[src/rtl/four_bit_1x2_demux_pkg.sv]
// Shared types and constants for the registered 1-to-2 demultiplexer.
package four_bit_demux_pkg;

  typedef enum logic {
    CH_EMPTY = 1'b0,
    CH_FULL  = 1'b1
  } ch_state_t;

  localparam int DEFAULT_WIDTH     = 4;
  localparam int DEFAULT_CNT_WIDTH = 8;

  localparam logic SEL_CH1 = 1'b1;
  localparam logic SEL_CH0 = 1'b0;

endpackage

[src/rtl/four_bit_1x2_demux_if.sv]
// Handshake bundle for the demux: one valid/ready input, two valid/ready outputs.
// Count_1/Count_0 exist only when DEMUX_COUNT_EN is defined.
interface four_bit_1x2_demux_if
  import four_bit_demux_pkg::*;
#(
  parameter int WIDTH     = DEFAULT_WIDTH,
  parameter int CNT_WIDTH = DEFAULT_CNT_WIDTH
);

  logic [WIDTH-1:0] In;
  logic             Select;
  logic             In_Valid;
  logic             In_Ready;
  logic [WIDTH-1:0] Out_1;
  logic             Out_1_Valid;
  logic             Out_1_Ready;
  logic [WIDTH-1:0] Out_0;
  logic             Out_0_Valid;
  logic             Out_0_Ready;
`ifdef DEMUX_COUNT_EN
  logic [CNT_WIDTH-1:0] Count_1;
  logic [CNT_WIDTH-1:0] Count_0;
`endif

  modport slave (
    input  In, Select, In_Valid, Out_1_Ready, Out_0_Ready,
    output In_Ready, Out_1, Out_1_Valid, Out_0, Out_0_Valid
`ifdef DEMUX_COUNT_EN
    , output Count_1, Count_0
`endif
  );

  modport master (
    output In, Select, In_Valid, Out_1_Ready, Out_0_Ready,
    input  In_Ready, Out_1, Out_1_Valid, Out_0, Out_0_Valid
`ifdef DEMUX_COUNT_EN
    , input Count_1, Count_0
`endif
  );

endinterface

[src/rtl/four_bit_1x2_demux_buffer.sv]
// One-entry output buffer for a single demux channel (state, data, optional pop
// counter enabled by DEMUX_COUNT_EN). Accepts a load in the same cycle it pops.
module demux_channel_buffer
  import four_bit_demux_pkg::*;
#(
  parameter int WIDTH     = DEFAULT_WIDTH,
  parameter int CNT_WIDTH = DEFAULT_CNT_WIDTH
) (
  input  logic             clk,
  input  logic             rst_n,
  input  logic             load,
  input  logic [WIDTH-1:0] data_in,
  input  logic             out_ready,
  output logic             can_load,
  output logic [WIDTH-1:0] out_data,
  output logic             out_valid
`ifdef DEMUX_COUNT_EN
  , output logic [CNT_WIDTH-1:0] count
`endif
);

  ch_state_t state;
  logic      pop;

  assign out_valid = (state == CH_FULL);
  assign pop       = out_valid && out_ready;
  // A full buffer can take a new word only in the cycle its current word leaves.
  assign can_load  = (state == CH_EMPTY) || out_ready;

  // NOTE: sequential state uses non-blocking assignments so every register
  // samples pre-edge values; the data register is reset too because it is a
  // visible output with a defined reset value.
  always_ff @(posedge clk) begin
    if (!rst_n) begin
      state    <= CH_EMPTY;
      out_data <= '0;
    end else if (load) begin
      state    <= CH_FULL;
      out_data <= data_in;
    end else if (pop) begin
      state    <= CH_EMPTY;
    end
  end

`ifdef DEMUX_COUNT_EN
  always_ff @(posedge clk) begin
    if (!rst_n)   count <= '0;
    else if (pop) count <= count + 1'b1;
  end
`endif

endmodule

[src/rtl/four_bit_1x2_demux.sv]
// Registered 1-to-2 demultiplexer: routes each accepted word to channel 1 or 0
// by Select. Optional per-channel pop counters via DEMUX_COUNT_EN.
module four_bit_1x2_demux
  import four_bit_demux_pkg::*;
#(
  parameter int WIDTH     = DEFAULT_WIDTH,
  parameter int CNT_WIDTH = DEFAULT_CNT_WIDTH
) (
  input logic                Clock,
  input logic                Reset_n,
  four_bit_1x2_demux_if.slave bus
);

  logic can_load_1, can_load_0;
  logic in_ready, accept;
  logic load_1, load_0;

  // Ready looks only at the channel Select currently names, never at In_Valid.
  assign in_ready    = Reset_n && ((bus.Select == SEL_CH1) ? can_load_1 : can_load_0);
  assign bus.In_Ready = in_ready;
  assign accept      = bus.In_Valid && in_ready;
  assign load_1      = accept && (bus.Select == SEL_CH1);
  assign load_0      = accept && (bus.Select == SEL_CH0);

  demux_channel_buffer #(.WIDTH(WIDTH), .CNT_WIDTH(CNT_WIDTH)) u_ch1 (
    .clk       (Clock),
    .rst_n     (Reset_n),
    .load      (load_1),
    .data_in   (bus.In),
    .out_ready (bus.Out_1_Ready),
    .can_load  (can_load_1),
    .out_data  (bus.Out_1),
    .out_valid (bus.Out_1_Valid)
`ifdef DEMUX_COUNT_EN
    , .count   (bus.Count_1)
`endif
  );

  demux_channel_buffer #(.WIDTH(WIDTH), .CNT_WIDTH(CNT_WIDTH)) u_ch0 (
    .clk       (Clock),
    .rst_n     (Reset_n),
    .load      (load_0),
    .data_in   (bus.In),
    .out_ready (bus.Out_0_Ready),
    .can_load  (can_load_0),
    .out_data  (bus.Out_0),
    .out_valid (bus.Out_0_Valid)
`ifdef DEMUX_COUNT_EN
    , .count   (bus.Count_0)
`endif
  );

endmodule
[src/flat_wrapper.sv]
// flat-port wrapper written by rule: the top's interface ports become plain ports
module four_bit_1x2_demux_flat import four_bit_demux_pkg::*;
#(
  parameter int WIDTH     = DEFAULT_WIDTH,
  parameter int CNT_WIDTH = DEFAULT_CNT_WIDTH
)
  (Clock, Reset_n, bus_In, bus_Select, bus_In_Valid, bus_Out_1_Ready, bus_Out_0_Ready, bus_In_Ready, bus_Out_1, bus_Out_1_Valid, bus_Out_0, bus_Out_0_Valid);
  four_bit_1x2_demux_if #(.WIDTH(WIDTH), .CNT_WIDTH(CNT_WIDTH)) bus_i ();
  input logic Clock;
  input logic Reset_n;
  input wire logic [$bits(bus_i.In)-1:0] bus_In;
  input wire logic [$bits(bus_i.Select)-1:0] bus_Select;
  input wire logic [$bits(bus_i.In_Valid)-1:0] bus_In_Valid;
  input wire logic [$bits(bus_i.Out_1_Ready)-1:0] bus_Out_1_Ready;
  input wire logic [$bits(bus_i.Out_0_Ready)-1:0] bus_Out_0_Ready;
  output wire logic [$bits(bus_i.In_Ready)-1:0] bus_In_Ready;
  output wire logic [$bits(bus_i.Out_1)-1:0] bus_Out_1;
  output wire logic [$bits(bus_i.Out_1_Valid)-1:0] bus_Out_1_Valid;
  output wire logic [$bits(bus_i.Out_0)-1:0] bus_Out_0;
  output wire logic [$bits(bus_i.Out_0_Valid)-1:0] bus_Out_0_Valid;
  assign bus_i.In = bus_In;
  assign bus_i.Select = bus_Select;
  assign bus_i.In_Valid = bus_In_Valid;
  assign bus_i.Out_1_Ready = bus_Out_1_Ready;
  assign bus_i.Out_0_Ready = bus_Out_0_Ready;
  assign bus_In_Ready = bus_i.In_Ready;
  assign bus_Out_1 = bus_i.Out_1;
  assign bus_Out_1_Valid = bus_i.Out_1_Valid;
  assign bus_Out_0 = bus_i.Out_0;
  assign bus_Out_0_Valid = bus_i.Out_0_Valid;
  four_bit_1x2_demux #(.WIDTH(WIDTH), .CNT_WIDTH(CNT_WIDTH)) u_core (.Clock(Clock), .Reset_n(Reset_n), .bus(bus_i));
endmodule
[config.mk]
export PLATFORM = sky130hd
export DESIGN_NAME = four_bit_1x2_demux_flat
export DESIGN_NICKNAME = d
export VERILOG_FILES = /design/src/rtl/four_bit_1x2_demux_pkg.sv /design/src/rtl/four_bit_1x2_demux_if.sv /design/src/rtl/four_bit_1x2_demux_buffer.sv /design/src/rtl/four_bit_1x2_demux.sv /design/src/flat_wrapper.sv
export SDC_FILE = /design/constraint.sdc
export NUM_CORES = 1
export LEC_CHECK = 0
export CAP_MARGIN = 20
export CELL_PAD_IN_SITES_DETAIL_PLACEMENT = 0
export CELL_PAD_IN_SITES_GLOBAL_PLACEMENT = 1
export CORE_MARGIN = 3
export CORE_UTILIZATION = 29
export CTS_BUF_LIST = sky130_fd_sc_hd__clkbuf_2
export CTS_CLUSTER_DIAMETER = 50
export DETAILED_ROUTE_END_ITERATION = 12
export PLACE_DENSITY_LB_ADDON = 0.1
export SLEW_MARGIN = 40
export SYNTH_ARGS = -nofsm -noshare
export SYNTH_HDL_FRONTEND = slang
export SYNTH_SLANG_ARGS = --single-unit
[constraint.sdc]
create_clock -name Clock -period 1.1 [get_ports Clock]
set_input_delay 0.11 -clock Clock [delete_from_list [all_inputs] [get_ports Clock]]
set_output_delay 0.11 -clock Clock [all_outputs]
set_load 0.02 [all_outputs]
==> impl_metrics.py <==
# Flow results
metrics = {
    "min_path": {
        "hold_path_class": "in2reg",
        "min_from": "Reset_n",
        "whs_endpoint": "u_core.u_ch0.out_valid$_SDFFE_PN0P_",
        "min_path_cells": 4,
    },
    "drt": {
        "firstDrtPassIters": 4,
        "met2_length_um": 504,
        "routed_wl_um": 1110,
        "drc": 0,
        "ant_nets": 0,
        "dr_wl_met3_um": 137,
        "top_layer": "met3",
    },
    "power": {
        "p_comb_uw": 186,
        "p_total_uw": 782,
        "p_leak_uw": 0.000362,
        "p_per_area_nw_per_um2": 1020,
        "internal-power_uw": 561,
        "clkPwrFrac": 0.264,
        "p_sw_uw": 221,
        "irDropWorstVdd_uv": 522,
        "power_leader": "sequential cells",
    },
    "die": {
        "initCoreUtil": 0.324,
        "num_io_pins": 21,
        "num_rows": 13,
    },
    "final_timing": {
        "tightest_slew_ns": 0.211,
        "setup_violations": 5,
        "hold_slack_ns": 0.319,
        "fmax_mhz": 756,
        "setup_ws_ns": -0.222,
        "rsz0062_at_grt": "true",
        "tns_ns": -0.511,
    },
    "run": {
        "cap_viol_max_count": 0,
    },
    "finish": {
        "utilization": 0.562,
        "nNetsFinal": 92,
        "seq_area_frac": 0.262,
        "sh_comb_area": 0.303,
        "nNonClkBuffers": 31,
        "area_growth_pct": 73.4,
        "fin_cells": 96,
        "n_clock_buffer": 3,
        "n_antenna_cell": 0,
        "seq_area_um2": 201,
        "mostFrequentLayoutCell": "nand2_1",
        "buffer_area_frac": 0.366,
        "area_share_clock_buf_inv": 0.0244,
        "seq_cells": 10,
        "drive_above_1_share": 0.333,
        "lay_top_cells": "11 x nand2_1, 9 x dfxtp_1, 8 x clkdlybuf4s50_1, 8 x buf_4",
    },
    "worst_setup_path": {
        "reg2reg_depth": 5,
        "worst_path_max_delay_cell": "dfxtp_2",
        "cp_cell_sequence": "nor2b_4 > or2_1 > a21boi_4 > buf_6",
    },
    "cts": {
        "cts_setup_buffers": 3,
        "cts_sinks": 10,
        "root_buffer": "clkbuf_2",
        "cts.path.max_buffers": 2,
        "cts_hold_buf": 0,
        "cts_buffers": 3,
    },
    "global_routing": {
        "grtUsageMet2": 0.206,
        "grt_remaining_overflow": 0,
        "antenna_found_initial": 0,
        "grt_pass1_vias": 443,
    },
    "place": {
        "dpl.hpwl_um": 779,
        "dp_slack_ns": -0.592,
        "numPortBuffers": 20,
        "placed_cell_area_um2": 692,
    },
    "yosys": {
        "ys_area_um2": 443,
        "synth_flops": 10,
        "logic_family": "simple AND/OR/NAND/NOR gates",
        "top_cells_by_count": "11 x nand2_1, 10 x dfxtp_1",
        "synth_nets": 59,
        "aoi_share": 0.130,
        "postSynthAreaPerCell_um2": 9.04,
        "xor_share": 0,
        "ys_sh_mux": 0.0904,
        "ys_seq_frac": 0.452,
        "edf_count": 0,
    },
    "run_status": {
        "outcome": "finished with violations",
        "violations": "setup timing",
    },
}
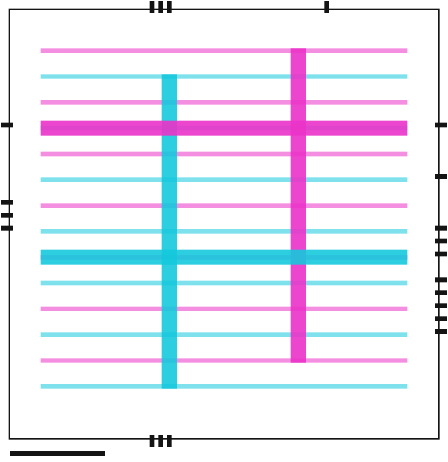
Figure 1: floorplan with the power grid.
Bar = 10 um. Pins as bars on the die edge.
magenta -> VDD
cyan -> VSS
met5 straps = 2
met4 straps = 2

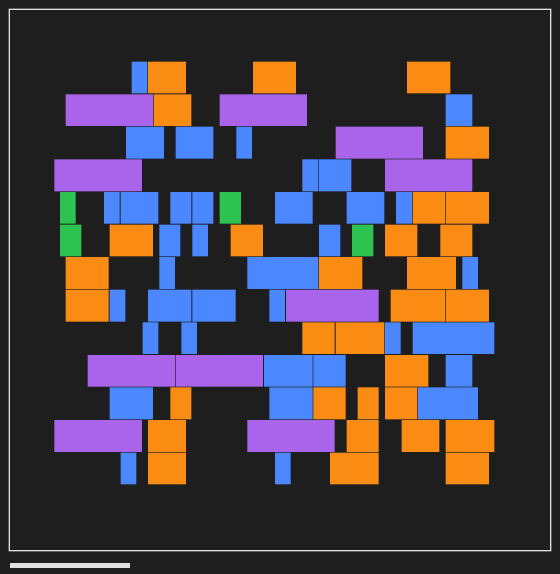
Figure 2: placement by cell class.
Bar = 10 um.
orange -> other buffers and delay cells  # cells 31, share of their area 38%
blue -> all other logic  # cells 36, share of their area 33%
purple -> flip-flops  # cells 10, share of their area 27%
green -> clock drivers and dummy loads  # cells 4, share of their area 2.5%

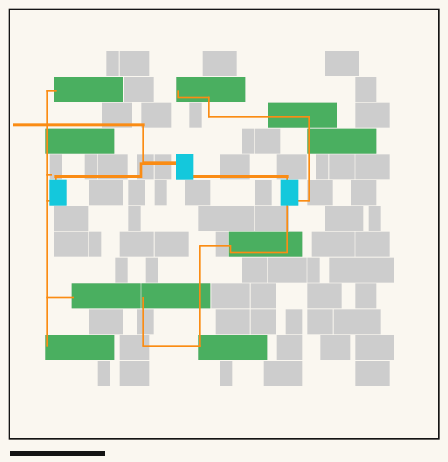
Figure 3: clock network drawn from the DEF.
Bar = 10 um.
green -> flip-flops  # count 10
orange -> clock wires  # length 149 um
cyan -> cells driving clock nets  # count 3
routed clock nets = 4

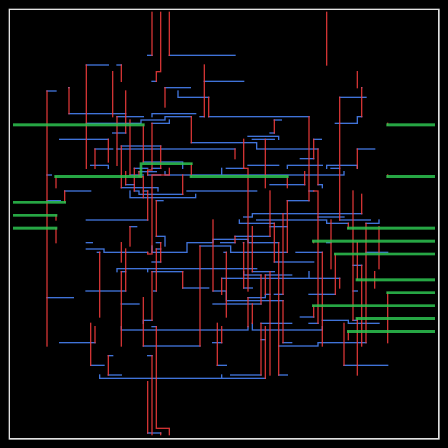
Figure 4: routed metal, one colour a layer.
blue -> met1  # wire length 464 um
red -> met2  # wire length 504 um
green -> met3  # wire length 138 um

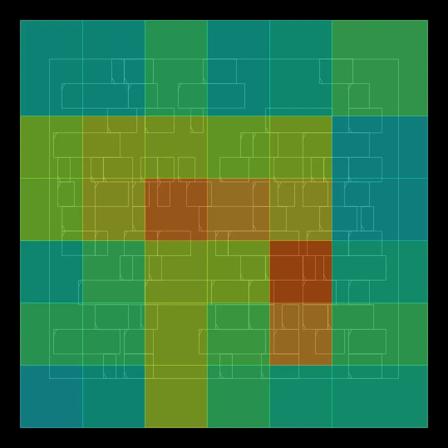
Figure 5: track usage over the die.
drt wl/cell: 11.5 um
GRT Total Usage: 0.133
met1 Use GR: 0.158
busiest grt layer: met2
M3 GR Usage: 0.0837

No activity file was given, so power comes from the tool's default toggle rates.
